run_1/pdn.png
Scale bar: 10 µm. Pins as bars on the die edge.
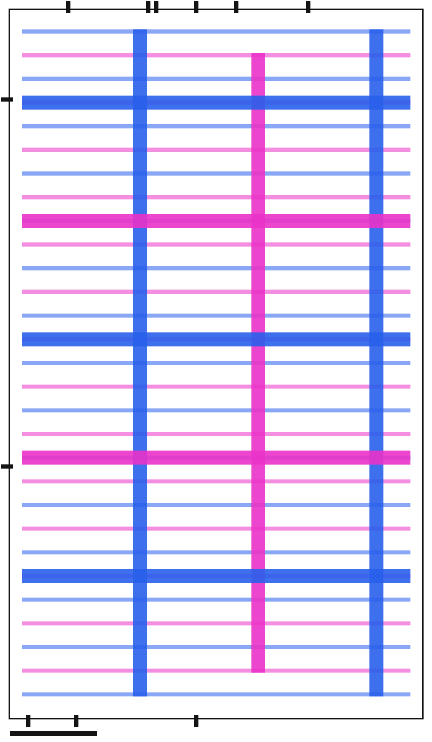
run_1/cell_classes.png
Scale bar: 10 µm.
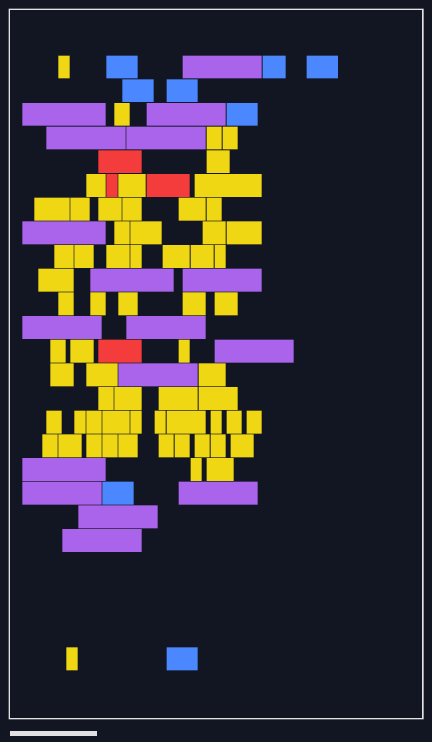
run_1/clock_map.png
Scale bar: 10 µm.
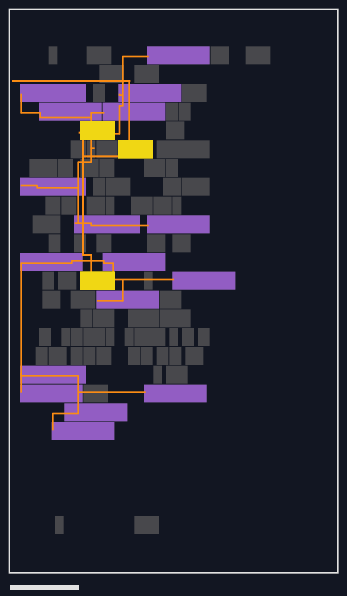
==> config.mk <==
export PLATFORM = sky130hd
export DESIGN_NAME = intersection_ctrl
export DESIGN_NICKNAME = d
export VERILOG_FILES = /design/src/rtl/intersection_ctrl_pkg.sv /design/src/rtl/intersection_ctrl_phase_timer.sv /design/src/rtl/intersection_ctrl.sv
export SDC_FILE = /design/constraint.sdc
export NUM_CORES = 1
export LEC_CHECK = 0
export CAP_MARGIN = 20
export CORE_ASPECT_RATIO = 1.75
export CORE_UTILIZATION = 25
export DETAILED_ROUTE_END_ITERATION = 8
export HOLD_SLACK_MARGIN = 0.06
export SLEW_MARGIN = 20
export SYNTH_ARGS = -nofsm -noshare
export SYNTH_HDL_FRONTEND = slang
export SYNTH_SLANG_ARGS = --single-unit
==> constraint.sdc <==
create_clock -name clock -period 2.34 [get_ports clock]
set_input_delay 0.585 -clock clock [delete_from_list [all_inputs] [get_ports clock]]
set_output_delay 0.585 -clock clock [all_outputs]
set_load 0.02 [all_outputs]
==> metrics.sh, run 1 <==
GRT_PASS1_WL_UM=3132
DPL_HPWL_UM=1333
YOSYS_REGISTER_BITS=17
CLOCK_TREE_FROM_TRITONCTS='built'
FINALCLOCKPERIODUSAGE=0.8446
COMB_AREA_UM2=422.9
POST_DP_CELL_AREA_MM2=0.001002
SYNTH_AREA_IN_XOR_XNOR=0.01947
HOLD_VIOLATIONS_FINAL=0
YS_SH_ADDER=0.02782
CP_DATA_ARRIVAL_TIME_NS=2.11
STATUS='complete, no violations'
AREA.SEQUENTIAL_UM2=430.4
GRT_START_MAX_NET_PINS=18
SEQ-POWER_mW=0.294
WARNING_COUNT_FROM_THE_YOSYS_RUN=0
TIMING.MAX_SLEW.REL_SLACK=0.5892
ROUTE.FINAL.WIRE_LENGTH_UM=1840
REG2REG_SLACK_NS=0.36
NNETSFINAL=99
DETAIL-ROUTE-ANTENNA-NETS=0
FINAL.FILL_COUNT=358
CTS_POST_SETUP_BUFFERS_INSERTED=0
DETAILEDROUTE.FIRSTITERATIONVIOLATIONS=21
DESIGN.DIE.AREA_MM2=0.003852
MOST-COMMON-LAYOUT-CELLS='sky130_fd_sc_hd__dfrtp_1, sky130_fd_sc_hd__a21oi_1, sky130_fd_sc_hd__clkdlybuf4s50_1'
YOSYS-STAT-CELLS=87
RSZ0062_AT_GRT='no'
SYNTH_TOP_AREA_SHARE=0.3616
SYNTHDISTINCTLIBCELLS=38
TIGHTEST_SLEW_NS=0.6136
MET1_USAGE=0.1313
PATH_CLASS='flip-flop to flip-flop'
SYNTHMUXAREASHARE=0.02503
SLEW_VIOL_FINAL=0
WORST_R2R_PATH_DEPTH=5
Back to the opening pictures, pdn.png:
| net | color |
|---|---|
| VSS | blue |
| VDD | magenta |
met5 straps: 5
met1 rails: 29
signal pins: 11
met4 straps: 3
rows: 28
core area: 0.003398 mm²
VDD IR max: 0.0003852 V
die boundary width: 47.35 µm
vertical die dimension: 81.36 µm

Back to the opening pictures, cell_classes.png:
| class | color | cells | share of their area |
|---|---|---|---|
| all other logic | yellow | 64 | 44% |
| flip-flops | purple | 17 | 43% |
| clock drivers and dummy loads | red | 4 | 4.5% |
| other buffers and delay cells | blue | 8 | 7.8% |
sequential share of cell area: 0.4110
std cell rows: 28

Back to the opening pictures, clock_map.png:
[flip-flops] purple | count: 17
[cells driving clock nets] yellow | count: 3
[clock wires] orange | length: 216 µm
routed clock nets: 4
Clk power: 0.216 mW
clock network latency to the later pin of the worst-skew pair: 0.25 ns
Clock Skews: 0.002437 ns
relative contribution of the clock network to total power: 0.414

-- run 1: worst max-delay path: stages, from the launching register on --
cell and delay (ns):
sky130_fd_sc_hd__dfrtp_1 0.43, sky130_fd_sc_hd__inv_1 0.12, sky130_fd_sc_hd__ha_1 0.18, sky130_fd_sc_hd__nor3b_2 0.53, sky130_fd_sc_hd__nand3_1 0.26, sky130_fd_sc_hd__o311a_1 0.34
-- run 1: metal layers --
metal,wire length (µm),share of wire,vias up
met5,0,0,-
met4,17,0.0092,0
met3,62,0.034,3
met2,1026,0.56,19
met1,733,0.40,344
li1,-,-,336
-- run 1: cell type report --
cell class	count	share of cell area
flip-flops and latches	17	0.4110
inverters	4	0.01434
well taps	45	0.05376
repair buffers	8	0.07407
clock buffers	4	0.04301
multi-input cells	60	0.4038
==> run 2, diff against run 1 <==
- clock period: 2.34 -> 1.8 ns (I/O delays scaled with it)
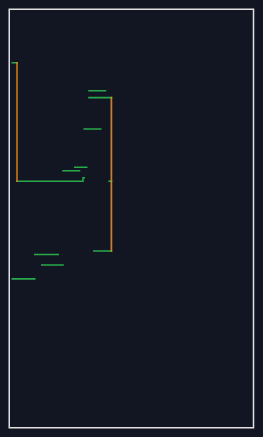
run_2/metal_stack.png
Two of the layers only.
| layer | color | wire length |
|---|---|---|
| met3 | green | 47.8 µm |
| met4 | orange | 53.0 µm |
Total GRT Usage: 0.1306
total vias in the final route: 762
Post-Route WL: 2127 µm
mean routed wirelength per cell: 13.99 µm

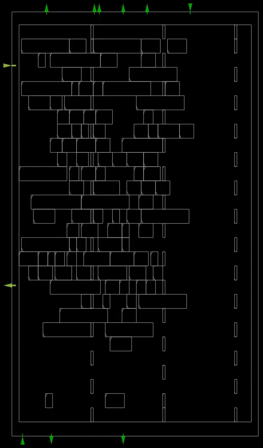
run_2/final_placement.png
tapcell count: 45
number of sequential cells: 17
Final Util: 0.3398

==> run 2 against run 1 <==
  * Sequential power is about 30% higher
  * Clock-buffer cell count unchanged
  * Global-route usage increased by 1.6 points
  * Design area is 10% higher
  * Setup slack worse by 0.29 ns
  * Cell count is 10% higher
  * Area after synthesis did not move
  * Combinational power is 34% higher
  * Fmax increased by 14%
  * Clock skew down 0.0015 ns
  * Critical path type unchanged
==> metrics.sh, run 2 <==
LOGIC_GATE_COUNT=60  # unchanged
CORE_REGION_AREA_MM2=0.003398  # unchanged
STATUS='complete, no violations'
AREA_SHARE_NONCLK_BUFFERS=0.1560  # +0.08194
FINALCLOCKPERIODUSAGE=0.9597  # +0.1151
COMB_AREA_UM2=427.9  # +1.2%
CLOCK_TREE_FROM_TRITONCTS='built'
DETAILEDROUTE.FIRSTITERATIONVIOLATIONS=32  # +52%
GRT_PASS1_WL_UM=3477  # +11%
CRITICAL-PATH-TOP-DELAY-FAMILY='simple AND/OR/NAND/NOR gates'
MET1_USAGE=0.1427  # +0.01137
WORST_R2R_PATH_DEPTH=3  # -2
YOSYS-STAT-CELLS=87  # unchanged
CP_DATA_ARRIVAL_TIME_NS=1.91  # -0.20 ns
CELL_CHAIN_CRITICAL_PATH='or4_4 -> or4_1 -> a21oi_1'
GRT_START_MAX_NET_PINS=15  # -3
CLOCK_CELL_AREA_SHARE=0.03900  # -0.004008
SH_SEQ_AREA=0.3727  # -0.03830
LAYOUT.CLOCK_BUFFERS=4  # unchanged
SLEW_VIOL_FINAL=0  # unchanged
NNETSFINAL=113  # +14%
CRITICAL-PATH-SLOWEST-CELL='sky130_fd_sc_hd__or4_4'
CTS_POST_SETUP_BUFFERS_INSERTED=0  # unchanged
ROUTE.TOP_LAYER_USED='met4'
COMBAREAFRACTION=0.3705  # -0.03330
PATH_CLASS='flip-flop to flip-flop'
AREA.SEQUENTIAL_UM2=430.4  # unchanged
VDD_DROP_MAX_V=0.0005813  # +51%
SYNTHDISTINCTLIBCELLS=38  # unchanged
FINAL.SIGNAL_BUFFER_COUNT=22  # +14
FINAL.FILL_COUNT=347  # -3.1%
YOSYS_REGISTER_BITS=17  # unchanged
DIE_X_UM=47.35  # unchanged
POST_DP_CELL_AREA_MM2=0.001107  # +10%
DESIGN.DIE.AREA_MM2=0.003852  # unchanged
FINAL.SETUP_SKEW_NS=0.0009773  # -0.001460 ns
HOLD_VIOLATIONS_FINAL=0  # unchanged
CRIT_PATH_MAX_INCR_DELAY_NS=0.63  # +0.10 ns
ROUTE.MET3.WL_UM=47  # -24%
DETAIL-ROUTE-ANTENNA-NETS=0  # unchanged
DRT-MET1-WL_UM=804  # +9.7%
WORSTSKEWPAIRLATENCY_NS=0.26  # about the same
FINAL_CELLS=152
WARNING_COUNT_FROM_THE_YOSYS_RUN=0  # unchanged
MOST-COMMON-LAYOUT-CELLS='sky130_fd_sc_hd__buf_4, sky130_fd_sc_hd__dfrtp_1, sky130_fd_sc_hd__a21oi_1'
==> run 2: cell counts after synthesis <==
No cell type changed its count.
==> run 2: power by group through the flow <==
stage / Sequential, mW / Clock (mW) / Combinational [mW]
after floorplan: 0.389 / 0 / 0.00695
after global placement: 0.389 / 0 / 0.0150
after detailed placement: 0.389 / 0 / 0.0154
after CTS: 0.382 / 0.299 / 0.0154
after global routing: 0.382 / 0.317 / 0.0171
final: 0.382 / 0.297 / 0.0147
==> run 2: logic make-up (layout without fill, tap and decap cells) <==
kind of cell,after synthesis,in the layout,synth area share
buffers and inverters,11,30,0.05561
adders and majority gates,2,2,0.02781
other,1,2,0.004168
and+or+nand+nor,26,26,0.1989
DFF,17,17,0.4784
xor gates and xnor gates,2,2,0.01948
muxes,2,2,0.02503
AOI/OAI and AO/OA,26,26,0.1905
Power is estimated from default activity; no workload was simulated.
